Cell placement:
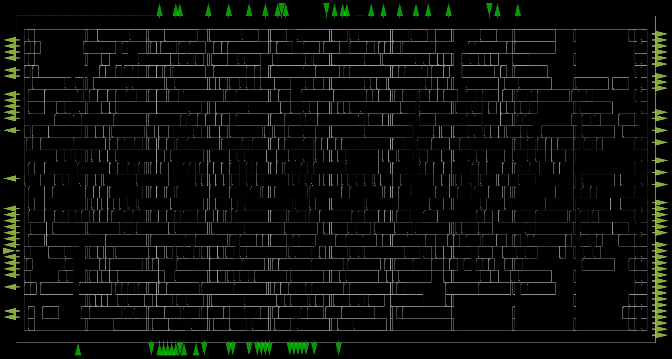
Nets reached from selected ports:
The bar under the picture is 50 um long.
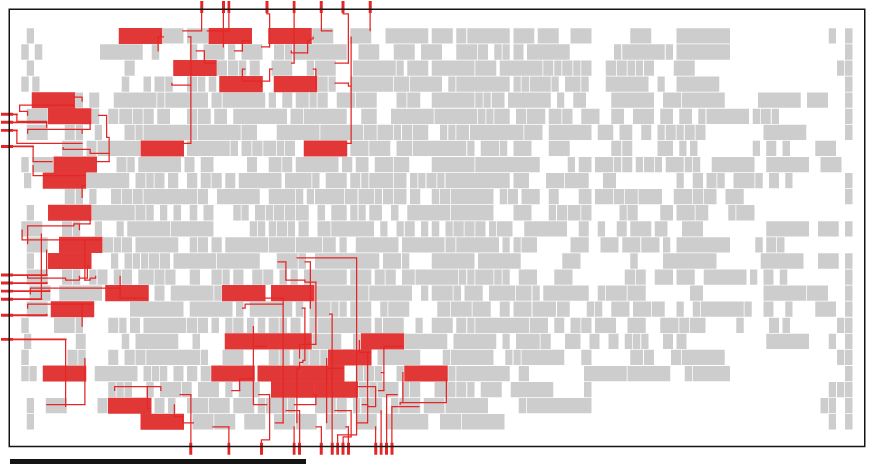
Cells coloured by class:
Fill, decap, tap and diode cells in grey.
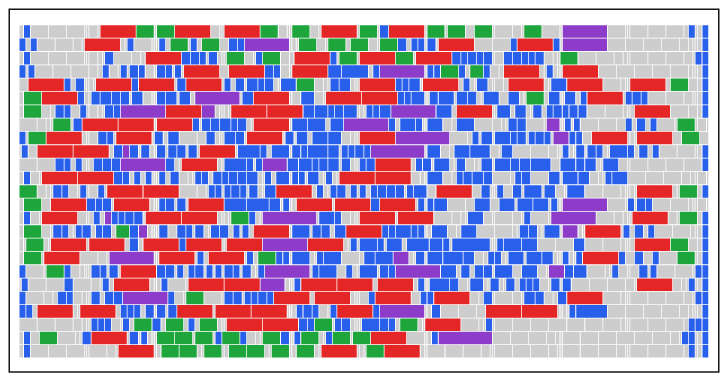
Wiring heat map:
The die is cut into 29 by 15 equal tiles; dark blue is low, red is high, scaled to the fullest tile. Values are wire area over tile area, all layers added.
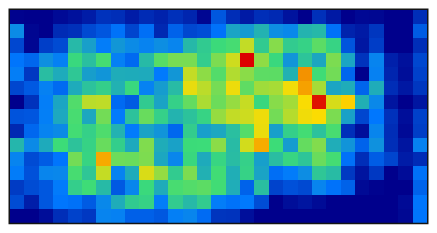
Design progloader_flat, sky130hd; sources not shown.
==> impl_report.txt <==
IMPLEMENTATION SUMMARY REPORT
----------------------------------------------------
[Outcome]
  Outcome ........................ completed

[Final timing]
  Minimum clock period ........................ 3670 ps
  PnR worst setup slack ........................ 4130 ps
  Worst Skew ........................ 8.60 ps
  Post-route clock period utilization ........................ 47.1%
  Worst Hold Slack ........................ 446 ps
  Slew Limit Fails ........................ 0
  RSZ-0062 raised after global routing ........................ false
  Setup total negative slack ........................ 0 ps
  Fmax achieved ........................ 272 MHz
  Final number of setup-violating endpoints ........................ 0
  Actual transition at the worst max-transition pin ........................ 1100 ps

[Detailed routing]
  Antenna-violating nets left ........................ 0
  Total length of routed met2 wires ........................ 6050 um
  First-pass iteration count of the detailed router ........................ 6
  Met1 Wirelength ........................ 5850 um
  Highest layer used for signal routing ........................ met4
  Wire length after detailed routing ........................ 13,100 um
  Via count normalized by instance count ........................ 5.49

[Setup path]
  Capturing element type of the critical path ........................ register
  Critical Path AT ........................ 3930 ps
  Category of cells accounting for the largest share of critical-path delay ........................ simple AND/OR/NAND/NOR gates
  Most frequent cell on the critical path ........................ sky130_fd_sc_hd__nand2_1
  Crit path buffers/inverters ........................ 1
  Register-to-Register Setup Slack ........................ 4480 ps
  Number of logic stages on the critical path including buffering ........................ 8
  Critical Path Slowest Stage Cell ........................ sky130_fd_sc_hd__nand2_1
  Critical setup path kind ........................ in2reg

[Finish]
  Biggest area consumer among cell classes ........................ combinational gates
  Flip-flop count of the largest register after layout ........................ 32
  Register Area ........................ 2300 um^2
  Inverters ........................ 7
  Multi-input gates ........................ 520
  Number of signal-net buffers in the layout ........................ 67
  Number of antenna diodes ........................ 0
  Fraction of standard cell area in multi-input logic ........................ 41.7%
  Layout Area Growth over Synthesis ........................ 20.5%
  Fillcell total ........................ 778

[Power]
  Power consumed by sequential cells ........................ 0.595 mW
  Reported clock group power ........................ 0.833 mW
  Static Leak ........................ 2.24 nW
  Net load switching power ........................ 0.344 mW
  Gate power share ........................ 5.1%
  Switching power as a share of total power ........................ 22.9%
  Post-layout power ........................ 1.50 mW
  Comb group ........................ 0.0763 mW
  Flop pwr share ........................ 39.6%

[Run]
  # Max-Cap Violations ........................ 0
  Tool warnings ........................ 29

[Clocking]
  Cts hold-fix bufs ........................ 0
  CTS tree ........................ yes
  Clock tree root buffer cell ........................ sky130_fd_sc_hd__clkbuf_16
  Worst-Skew Late Latency ........................ 410 ps
  TritonCTS sink count ........................ 115
  Number of H-tree levels ........................ 4

[Synth]
  Number of enable-type register cells in the synthesized netlist ........................ 0
  Number of cells in the yosys synthesis report ........................ 689
  XOR/XNOR share of the synthesized area ........................ 3.08%
  Yosys warning total ........................ 0
  Synthesized area per cell ........................ 7.84 um^2
  Yosys top cell by instances ........................ sky130_fd_sc_hd__nand2_1
  Predominant post-synthesis flop cell ........................ sky130_fd_sc_hd__dfxtp_1
  Top cell types by occurrence after synthesis ........................ sky130_fd_sc_hd__nand2_1 (153), sky130_fd_sc_hd__dfxtp_1 (115), sky130_fd_sc_hd__a21oi_1 (95)
  Library cells used by synthesis ........................ 61
  Top area cell types ........................ sky130_fd_sc_hd__dfxtp_1 (43%), sky130_fd_sc_hd__nand2_1 (11%), sky130_fd_sc_hd__a21oi_1 (8.8%)
  Cell type with the highest aggregate area in the netlist ........................ sky130_fd_sc_hd__dfxtp_1
  Mux cell area share ........................ 2.27%

[Global route]
  Largest net degree at the start of global routing ........................ 94
  Total overflow reported by the global router ........................ 0
  Global Route Usage Sum ........................ 25.9%

[Floorplanning]
  Die boundary width ........................ 144 um

[Placement]
  HPWL after detailed placement ........................ 8250 um
  Gpl congestion ........................ 0.918
  Instance area after placement ........................ 5880 um^2
  Placement Setup Slack ........................ 3860 ps
  Number of instances in the placed design ........................ 844

[Hold path]
  HP Class ........................ reg2reg

----------------------------------------------------
About 'cell placement':
end-of-flow core utilization: 68.0%
Flop Count: 115
site row count: 25
tap cell count: 135

About 'nets reached from selected ports':
red -> `bus_mem_wdata`  # bits 32, direction output, end cells 32, wire 769 um
I/O Buffers: 65
I/O pin count: 114

About 'cells coloured by class':
red -> registers  # cells 115, share of their area 36%
green -> remaining buffers and delay cells  # cells 67, share of their area 10%
purple -> clock drivers and dummy loads  # cells 32, share of their area 10%
blue -> remaining logic cells  # cells 527, share of their area 43%
share of cell area taken by flip-flops and latches: 35.4%
Std-Cell Core Area: 9570 um^2
final design area excluding fillers: 6510 um^2

About 'wiring heat map':
densest ninth of the die = middle
fullest tile = 0.64
tiles over half the peak = 21%
mean routed wirelength per cell: 14.9 um
vias post-DR: 4,809

Power is estimated from default activity; no workload was simulated.
